==> run_1/pins.png <==
Drawn at 6 px/um. Pins as bars across the die edge, other pins in gray.
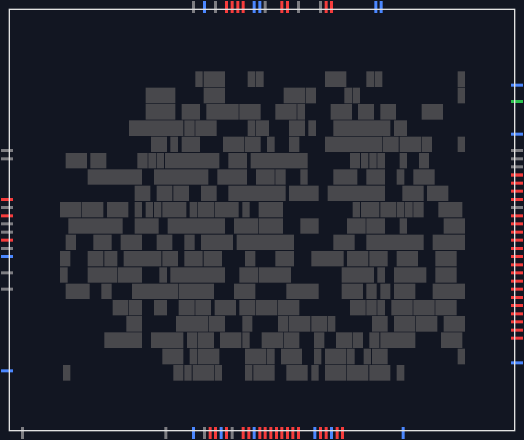
==> run_1/met2.png <==
Drawn at 6 px/um.
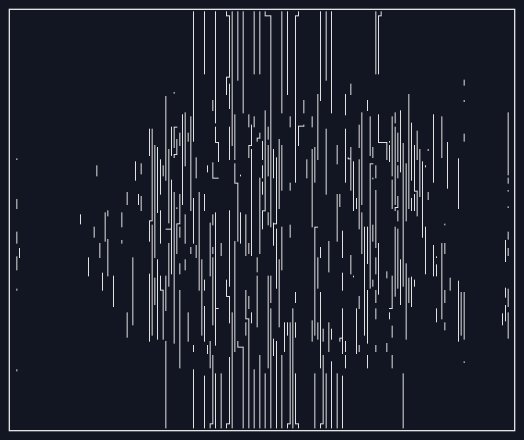
==> run_1/metal_stack.png <==
Drawn at 3 px/um. Two of the layers only.
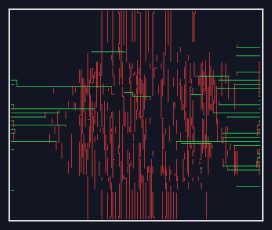
==> run_1/final_placement.png <==
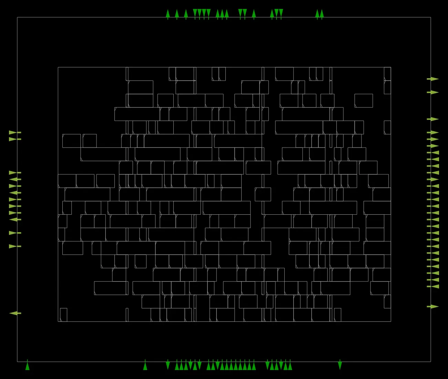
==> config.mk <==
export PLATFORM = sky130hd
export DESIGN_NAME = cpu_internal_bus
export DESIGN_NICKNAME = d
export VERILOG_FILES = /design/src/rtl/cpu_bus_pkg.sv /design/src/rtl/cpu_bus_priority_enc.sv /design/src/rtl/cpu_internal_bus.sv
export SDC_FILE = /design/constraint.sdc
export NUM_CORES = 1
export LEC_CHECK = 0
export CAP_MARGIN = 20
export CORE_AREA = 8 8 76 62
export DETAILED_ROUTE_END_ITERATION = 10
export DIE_AREA = 0 0 84 70
export PLACE_DENSITY = 0.79
export SYNTH_ARGS = -nofsm -noshare
export SYNTH_HDL_FRONTEND = slang
export SYNTH_SLANG_ARGS = --single-unit
==> constraint.sdc <==
create_clock -name clk -period 1.08 [get_ports clk]
set_input_delay 0.162 -clock clk [delete_from_list [all_inputs] [get_ports clk]]
set_output_delay 0.162 -clock clk [all_outputs]
set_load 0.005 [all_outputs]
==> src/rtl/cpu_bus_pkg.sv <==
// rtl/cpu_bus_pkg.sv - shared types and constants for the 6502 internal bus driver
package cpu_bus_pkg;

    localparam int CONTENTION_CNT_W = 16;
    localparam logic [7:0] DEFAULT_PRECHARGE = 8'hFF;

    typedef enum logic [1:0] {
        DRIVEN     = 2'd0,
        HOLDING    = 2'd1,
        PRECHARGED = 2'd2
    } bus_retention_e;

    function automatic logic [CONTENTION_CNT_W-1:0] sat_inc(
        input logic [CONTENTION_CNT_W-1:0] value
    );
        return (&value) ? value : value + 1'b1;
    endfunction

endpackage

==> src/rtl/cpu_bus_priority_enc.sv <==
// rtl/cpu_bus_priority_enc.sv - lowest-index-wins encoder over bus drive enables
module cpu_bus_priority_enc #(
    parameter int NUM_SRC  = 6,
    parameter bit MULTI_EN = 1'b1,
    localparam int IDX_W   = $clog2(NUM_SRC)
) (
    input  logic [NUM_SRC-1:0] src_en,
    output logic               any,
    output logic [IDX_W-1:0]   index,
    output logic               multi
);

    always_comb begin
        any   = |src_en;
        index = '0;
        for (int i = NUM_SRC - 1; i >= 0; i--) begin
            if (src_en[i]) begin
                index = IDX_W'(i);
            end
        end
    end

    // Clearing the lowest set bit leaves something only if two or more enables are up.
    generate
        if (MULTI_EN) begin : g_multi
            assign multi = |(src_en & (src_en - 1'b1));
        end else begin : g_no_multi
            assign multi = 1'b0;
        end
    endgenerate

endmodule

==> src/rtl/cpu_internal_bus.sv <==
// rtl/cpu_internal_bus.sv - registered priority bus driver with NMOS retention; CPU_BUS_CONTENTION_CHECK_EN adds contention tracking
module cpu_internal_bus
    import cpu_bus_pkg::*;
#(
    parameter int               WIDTH       = 8,
    parameter int               NUM_SRC     = 6,
    parameter int               HOLD_CYCLES = 2,
    parameter logic [WIDTH-1:0] PRECHARGE   = WIDTH'(DEFAULT_PRECHARGE),
    localparam int              SRC_W       = $clog2(NUM_SRC)
) (
    input  logic                        clk,
    input  logic                        rst_n,
    input  logic [NUM_SRC-1:0]          src_en,
    input  logic [NUM_SRC*WIDTH-1:0]    src_data,
    input  logic                        clear_err,
    output logic [WIDTH-1:0]            bus_out,
    output logic                        bus_driven,
    output logic [SRC_W-1:0]            bus_src,
    output logic                        contention,
    output logic [CONTENTION_CNT_W-1:0] contention_cnt
);

    localparam int HOLD_W = (HOLD_CYCLES > 0) ? $clog2(HOLD_CYCLES + 1) : 1;
    localparam logic [HOLD_W-1:0] HOLD_MAX = HOLD_W'(HOLD_CYCLES);

`ifdef CPU_BUS_CONTENTION_CHECK_EN
    localparam bit CONTENTION_EN = 1'b1;
`else
    localparam bit CONTENTION_EN = 1'b0;
`endif

    logic                 enc_any;
    logic                 enc_multi;
    logic [SRC_W-1:0]     enc_idx;
    logic [WIDTH-1:0]     src_word [NUM_SRC];
    logic [HOLD_W-1:0]    hold_cnt;
    logic                 hold_left;
    bus_retention_e       ret_state;

    cpu_bus_priority_enc #(
        .NUM_SRC  (NUM_SRC),
        .MULTI_EN (CONTENTION_EN)
    ) u_prio (
        .src_en (src_en),
        .any    (enc_any),
        .index  (enc_idx),
        .multi  (enc_multi)
    );

    always_comb begin
        for (int i = 0; i < NUM_SRC; i++) begin
            src_word[i] = src_data[i*WIDTH +: WIDTH];
        end
    end

    // Retention state is implied by bus_driven and hold_cnt rather than kept in its own register.
    assign hold_left = (hold_cnt < HOLD_MAX);

    always_comb begin
        if (bus_driven) begin
            ret_state = DRIVEN;
        end else if (hold_left) begin
            ret_state = HOLDING;
        end else begin
            ret_state = PRECHARGED;
        end
    end

    always_ff @(posedge clk or negedge rst_n) begin
        if (!rst_n) begin
            bus_out    <= PRECHARGE;
            bus_driven <= 1'b0;
            bus_src    <= '0;
            hold_cnt   <= '0;
        end else if (enc_any) begin
            bus_out    <= src_word[enc_idx];
            bus_driven <= 1'b1;
            bus_src    <= enc_idx;
            hold_cnt   <= '0;
        end else begin
            bus_driven <= 1'b0;
            if (ret_state != PRECHARGED && hold_left) begin
                hold_cnt <= hold_cnt + 1'b1;
            end else begin
                bus_out  <= PRECHARGE;
                hold_cnt <= HOLD_MAX;
            end
        end
    end

`ifdef CPU_BUS_CONTENTION_CHECK_EN
    // A contention event in the same cycle as clear_err restarts the count at one.
    always_ff @(posedge clk or negedge rst_n) begin
        if (!rst_n) begin
            contention     <= 1'b0;
            contention_cnt <= '0;
        end else if (enc_multi) begin
            contention     <= 1'b1;
            contention_cnt <= clear_err ? CONTENTION_CNT_W'(1) : sat_inc(contention_cnt);
        end else if (clear_err) begin
            contention     <= 1'b0;
            contention_cnt <= '0;
        end
    end
`else
    logic unused_contention;

    assign contention        = 1'b0;
    assign contention_cnt    = '0;
    assign unused_contention = ^{clear_err, enc_multi};
`endif

endmodule

==> notes.md, run 1 <==
This memo summarizes the results of the implementation run.

Placed design
In this run, placement finished with an instance count of 251. Per the placement log, port buffering inserted 67 buffers. Note, the detailed placer reported a final HPWL of 3.196 mm.

Outcome
The final reports fail on negative setup slack. The run finished, with violations left.

Final timing
The final cycle utilization of the critical path is 104.6%. Summed over all failing endpoints, the final setup total negative slack is -0.1789 ns. The shortest clock period the worst path allows after layout is 1.129 ns. The hold violation count in the final report is 0.

On the final layout, the worst hold slack is 0.2063 ns. The final worst-path setup slack is -0.04929 ns. Setup repair after global routing could not meet its margin everywhere. The highest clock frequency the design can meet is 885.5 MHz. The final-report setup violation count is 6. The max-slew violation count is 0.

Synthesis
Ranked by total cell area, the synthesized netlist is headed by sky130_fd_sc_hd__dfstp_2 (18%), sky130_fd_sc_hd__dfrtp_1 (13%), sky130_fd_sc_hd__buf_4 (12%). The post-synthesis compound-gate area fraction is 19.72%. The count of instantiated cells in the yosys netlist is 138. The synthesized instance count is 138. The cell with the most instances after synthesis is sky130_fd_sc_hd__a21oi_1.

Sequential cells were found to cover 31.54% of the synthesized design area. The top-area cell type share of the netlist area is 18.40%. After Yosys synthesis, XOR and XNOR cells account for 0% of the synthesized area. The synthesized design contains 0 enable-type register cells. Ranked by instance count, the synthesized netlist is headed by sky130_fd_sc_hd__a21oi_1 (24), sky130_fd_sc_hd__nor2_1 (19), sky130_fd_sc_hd__buf_4 (18), sky130_fd_sc_hd__nand2_1 (17). The synthesis run shows multiplexers occupying 9.200% of the cell area.

The total of warnings raised by yosys is 0. For reference, the post-synthesis area per instance comes to 8.278 um2. The area of the mapped netlist is 1142 um2. Grouping non-sequential cells by family puts the most area in simple AND/OR/NAND/NOR gates. Per the synth log, the flip-flop and latch total comes to 14.

Clock network
The total clock sinks is 14. The number of clock buffers added by TritonCTS is 3. The maximum number of buffers from clock root to sink is 2. TritonCTS built the clock tree. Per the post-CTS timing run, clock transition at the registers of the reported paths is 0.06 ns.

Layout
From synthesis to final layout, the design area changed by 80.07%. Counting only logic cells after layout, the most numerous master is sky130_fd_sc_hd__clkdlybuf4s50_1. The post-route non-filler standard cell count is 262. The count of flip-flops and latches is 14. In the final layout, multi-input gates take up 37.65% of the cell area. The flip-flop count of the largest register after layout is 8. The multi-input combinational cell area is 774.5 um2. The area taken by sequential standard cells is reported as 360.3 um2. The layout cell share with drive strength beyond 1 is 35.45%. The fraction of final cell area spent on clock buffers and inverters in this run is 2.676%.

Non-clock buffers make up 39.60% of the layout cell area. The number of antenna diodes is 0. For this run, the post-layout net count is 278.

The registers reported with the highest flop counts are bus_out: 8 flops, bus_src: 3 flops, hold_cnt: 2 flops.

Floorplanning
The site row count is 19. The number of ports placed on the die boundary is 86. The die footprint is 5880 um2.

Critical path
The worst reg2reg path startpoint is hold_cnt[1]$_DFF_PN0_. The timing report gives the worst reg2reg path a setup slack of 0.11 ns. In this run the worst path has a maximum fanout of 7.

The worst setup path is captured at a flop. The report lists the cells along the critical path as buf_6, buf_6, nor3_4, buf_6, mux2_4, a21oi_4, a21oi_2. The worst reg2reg path depth is 3. The end of the worst register-to-register path is bus_out[1]$_DFFE_PN1P_.

The capture point of the critical path was reported as bus_out[2]$_DFFE_PN1P_. On the worst path, the slowest cell contributes a delay of 0.32 ns.

Power and ir drop
Per report_power, the Sequential row totals 617 uW. The power group with the highest consumption is combinational logic. The power report shows net switching accounting for 26.52% of the total. The final total power is 1.780 mW. The combinational power share is 36.0%. The combinational group power is 641 uW.

The leakage power is 0.8752 nW. The internal portion of the total power is 1.308 mW. The cell area power density is 865.5 nW/um2.

Drt
For this block, the initial DRC count from the detailed router was 49. In the per-layer summary, the met1 wirelength comes to 1.720 mm.

GRT
The met2 capacity usage during global routing is 23.01%. Entering global routing, the biggest net connects 17 pins. The via count of the first global-routing pass is 1317. The most used routing layer in global routing is met2. The number of antenna violations at the first check in global routing is 0. The total global routing overflow is 0.

Worst hold path
The worst hold path class is input port to flop. The beginning of the worst hold path is src_en[5].
-- pins.png (at the start) --
[`contention`] green | pins: 1 | direction: output | edge: east
[`contention_cnt`] blue | pins: 16 | direction: output | edge: 6 south, 5 north, 3 east, 2 west
[`src_data`] red | pins: 48 | direction: input | edge: 20 east, 17 south, 8 north, 3 west
all pins by edge: 28 east, 27 south, 18 north, 13 west

-- met2.png (at the start) --
wire length on this layer: 2070 um
share of all routed wire: 49%
longest straight run: 35.2 um
nets with wire on the layer: 246
main direction: vertical

-- metal_stack.png (at the start) --
[met3] green | wire length: 367 um
[met2] red | wire length: 2070 um
total global routing track utilization: 13.39%
Vias: 1232
final routed wirelength across all metal layers: 4.200 mm
average routed wire per standard cell: 16.03 um

-- final_placement.png (at the start) --
Final Core Density: 58.86%
fillcell total: 337
tapcell count: 42
core area: 3495 um2

==> run 2, diff against run 1 <==
--- a/config.mk
+++ b/config.mk
@@ -7,9 +7,11 @@
 export LEC_CHECK = 0
 export CAP_MARGIN = 20
 export CORE_AREA = 8 8 76 62
+export CTS_CLUSTER_SIZE = 14
 export DETAILED_ROUTE_END_ITERATION = 10
 export DIE_AREA = 0 0 84 70
-export PLACE_DENSITY = 0.79
+export GPL_TIMING_DRIVEN = 0
+export PLACE_DENSITY = 0.88
 export SYNTH_ARGS = -nofsm -noshare
 export SYNTH_HDL_FRONTEND = slang
 export SYNTH_SLANG_ARGS = --single-unit
==> run 2 against run 1 <==
The flow still finishes with violations (negative setup slack). Sequential share of layout area is 1.0 points lower. Routed wire length increased by 6.6%. Synthesized cell count unchanged. Register-to-register slack worse by 0.11 ns.
==> notes.md, run 2 <==
This memo summarizes the results of the implementation run.

Power and ir drop
The cell area power density is 836.3 nW/um2. The final total power is 1.828 mW. The combinational power share is 38.2%. Of all power groups, the one with the highest power is combinational logic. The power consumed by sequential cells is 617 uW.

Per report_power, the Combinational row totals 698 uW. The switching share of power is 26.35%. The cell internal power dissipation is 1.346 mW.

Synthesis
The post-synthesis sequential area ratio is 31.54%. In this run, synthesis produced a sequential element count of 14. Of the total synthesized cell area, the portion taken by AND-OR and OR-AND cells is 19.72%. Yosys attributes the largest share of cell area to sky130_fd_sc_hd__dfstp_2 (18%), sky130_fd_sc_hd__dfrtp_1 (13%), sky130_fd_sc_hd__buf_4 (12%). Summed over its instances, the top area cell type makes up 18.40% of the synthesized netlist area. The cell with the most instances after synthesis is sky130_fd_sc_hd__a21oi_1. Per the synthesis report, the XOR/XNOR share of the synthesized area is 0%.

The mean area per synthesized cell is 8.278 um2. The count of flip-flops with a built-in enable after synthesis is 0. The synthesized netlist handed to floorplanning was reported with a cell count of 138.

Final timing
After layout, the worst setup slack is -0.07257 ns. Based on the critical path, the design can be clocked at up to 867.6 MHz. The final-report setup violation count is 8. The final hold violation count recorded for this run is 0. Across all hold checks on the routed design, the worst slack comes to 0.1734 ns.

For reference, the final report shows the max-slew violation count at 0. The shortest clock period the worst path allows after layout is 1.153 ns. Setup repair after global routing could not meet its margin everywhere. The final cycle utilization of the critical path is 106.7%.

Layout
The register with the most flip-flops in the layout has 8 of them. The sequential standard cell area is 360.3 um2. The number of antenna diodes is 0.

The count of nets after finishing is 295. Cells with a size suffix above 1 make up 39.66% of the layout. The clock-cell share of area is 2.519%. The top cell type in the final layout, fill and taps aside, is sky130_fd_sc_hd__clkdlybuf4s50_1. The count of cells in the finished layout, fillers not included, comes to 279. The registers reported with the highest flop counts are bus_out: 8 flops, bus_src: 3 flops, hold_cnt: 2 flops. Compared with the post-synthesis result, the final layout area differs by 91.35%. The post-layout utilization of the core is 62.55%. The multi-input combinational cell area is 778.2 um2. The multi-input gate share of total cell area is 35.60%.

Floorplanning
Row generation in the floorplan step produced 19 rows. The die footprint is 5880 um2. The core region area is 3495 um2. According to the tapcell log, the count of inserted taps is 42.

Worst hold path
Checking hold timing, the worst path is listed with class input port to flop. The beginning of the worst hold path is src_en[4].

Critical path
The end of the worst register-to-register path is bus_out[0]$_DFFE_PN1P_. In this run the worst path has a maximum fanout of 8. STA classifies the critical path endpoint as a flop. The report puts the cell count of the worst reg-to-reg path at 4.

Clock network
The clock tree from TritonCTS is built. TritonCTS created 3 clock buffers. CTS saw 14 sinks. The clock input transition at the sequential cells of the worst setup and hold paths is 0.06 ns.

Outcome
The flow ran to the end, but the final reports show violations. The final reports fail on negative setup slack.

GRT
The total global routing track utilization is 14.40%. The total global routing overflow is 0. The most used routing layer in global routing is met2. Global routing used 23.78% of the available met2 tracks.

Drt
In the final routing, the length of wire on met1 measures 1.641 mm. The wire length reported by the detailed router is 4.476 mm.

Placed design
The detailed placer reported the number of placed instances as 263.
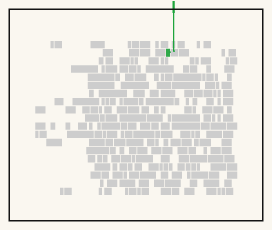
(run_2/port_nets.png)
Drawn at 3 px/um.
[`contention`] green | bits: 1 | direction: output | edge: north | end cells: 1 | buffers: 1 | wire: 14.4 um
Ports: 86
number of input and output port buffers inserted: 67

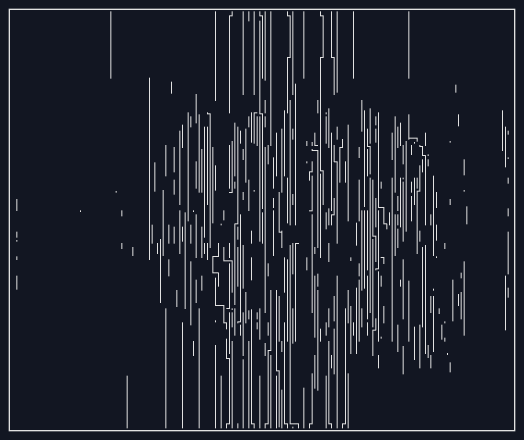
(run_2/met2.png)
Drawn at 6 px/um.
longest straight run: 30.3 um
wire length on this layer: 2210 um

==> run 3, diff against run 2 <==
--- a/config.mk
+++ b/config.mk
@@ -6,12 +6,13 @@
 export NUM_CORES = 1
 export LEC_CHECK = 0
 export CAP_MARGIN = 20
-export CORE_AREA = 8 8 76 62
+export CORE_AREA = 8 8 65 72
 export CTS_CLUSTER_SIZE = 14
 export DETAILED_ROUTE_END_ITERATION = 10
-export DIE_AREA = 0 0 84 70
+export DIE_AREA = 0 0 73 80
 export GPL_TIMING_DRIVEN = 0
-export PLACE_DENSITY = 0.88
+export PLACE_DENSITY = 0.87
+export SKIP_CTS_REPAIR_TIMING = 1
 export SYNTH_ARGS = -nofsm -noshare
 export SYNTH_HDL_FRONTEND = slang
 export SYNTH_SLANG_ARGS = --single-unit
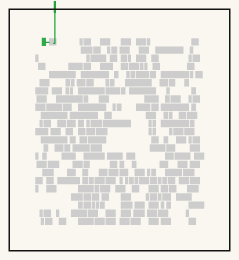
(run_3/port_nets.png)
Drawn at 3 px/um.
[`contention`] green | bits: 1 | direction: output | edge: north | end cells: 1 | buffers: 1 | wire: 12.7 um

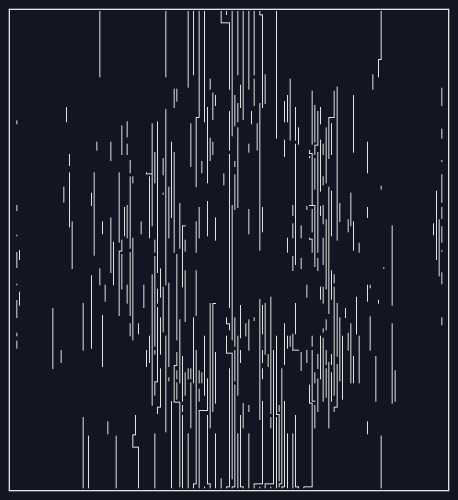
(run_3/met2.png)
Drawn at 6 px/um.
nets with wire on the layer: 246
share of all routed wire: 52%
longest straight run: 29.2 um
main direction: vertical
wire length on this layer: 2180 um

==> run 3 against run 2 <==
The flow still finishes with violations (negative setup slack). Final cell count rose by 2.9%. Worst hold slack improved by 0.017 ns. Non-clock buffer count is the same. Clock power rose by 1%. Utilization grew 0.55 points. Power rose by 0.50%. Critical path depth is 1 lower. Synthesized cell count stayed put. Clock skew barely moved.
==> notes.md, run 3 <==
This memo summarizes the results of the implementation run.

Critical path
STA classifies the critical path endpoint as a flop. The maximum fanout along the worst path is 5. The register-to-register setup slack is 0.16 ns.

The endpoint identified for the worst register-to-register timing path is bus_out[5]$_DFFE_PN1P_. For the worst reg-to-reg path, the startpoint reported by OpenROAD is hold_cnt[1]$_DFF_PN0_.

Power and ir drop
Internal power comes to 1.355 mW. The power consumed by sequential cells is 612 uW. Per report_power, the combinational group accounts for 38.5% of the total. The cell area power density is 822.5 nW/um2. The power report shows net switching accounting for 26.26% of the total.

Layout
The register with the most flip-flops in the layout has 8 of them. The layout cell share with drive strength beyond 1 is 42.62%. 0 antenna diodes ended up in the layout. Summing all flip-flop and latch instances after layout gives 360.3 um2. The clock network takes up 2.465% of total cell area after layout. The fraction of cell area in multi-input combinational cells is reported as 34.90%. Leaving out fill and tap cells, the most frequent cell in the layout is sky130_fd_sc_hd__clkdlybuf4s50_1. The post-route non-filler standard cell count is 287. After filler insertion, the fill cell instance count of the layout stands at 315. The count of flip-flops and latches is 14. The layout buffering overhead excluding clock cells is 43.70%.

Floorplanning
The die footprint is 5840 um2.

Synthesis
The total of warnings raised by yosys is 0. After synthesis, the largest family of logic cells by area is simple AND/OR/NAND/NOR gates. The number of flip-flops and latches in the synthesized netlist is 14.

After synthesis, flip-flops and latches occupy 31.54% of the total area. The post-synthesis compound-gate area fraction is 19.72%. The synthesized instance count is 138. The number of cells reported by Yosys stat comes to 138. The mean area per synthesized cell is 8.278 um2. By area the synthesized netlist is led by sky130_fd_sc_hd__dfstp_2 (18%), sky130_fd_sc_hd__dfrtp_1 (13%), sky130_fd_sc_hd__buf_4 (12%).

Clock network
The clock tree from TritonCTS is built. Clock-pin slew was measured on the worst setup and hold paths at 0.06 ns. The total clock sinks is 14.

Final timing
Hold timing on the final database bottoms out at a slack of 0.1904 ns. Setup repair after global routing could not meet its margin everywhere. The final timing report counts setup violations totalling 7. The shortest clock period the worst path allows after layout is 1.155 ns. Setup slack on the critical path of the routed design comes to -0.07463 ns. The final cycle utilization of the critical path is 106.9%.

The max-slew violation count is 0.

Outcome
The final reports fail on negative setup slack. The run finished, with violations left.

Drt
The post-route met1 wirelength is 1.673 mm. Summing over every cut layer, the via total after detailed routing is 1288. In this run, the number of DRC markers left after iteration 0 of detailed routing was 53.

Placed design
The count of placed standard cells including taps is 271. The count of buffers from port buffering is 67. The half-perimeter wire length after placement is 3.212 mm.

Worst hold path
The beginning of the worst hold path is src_en[4].

GRT
Summed over all routing layers, the global router reports a total usage of 12.92%.
Power and IR drop assume default switching activity.
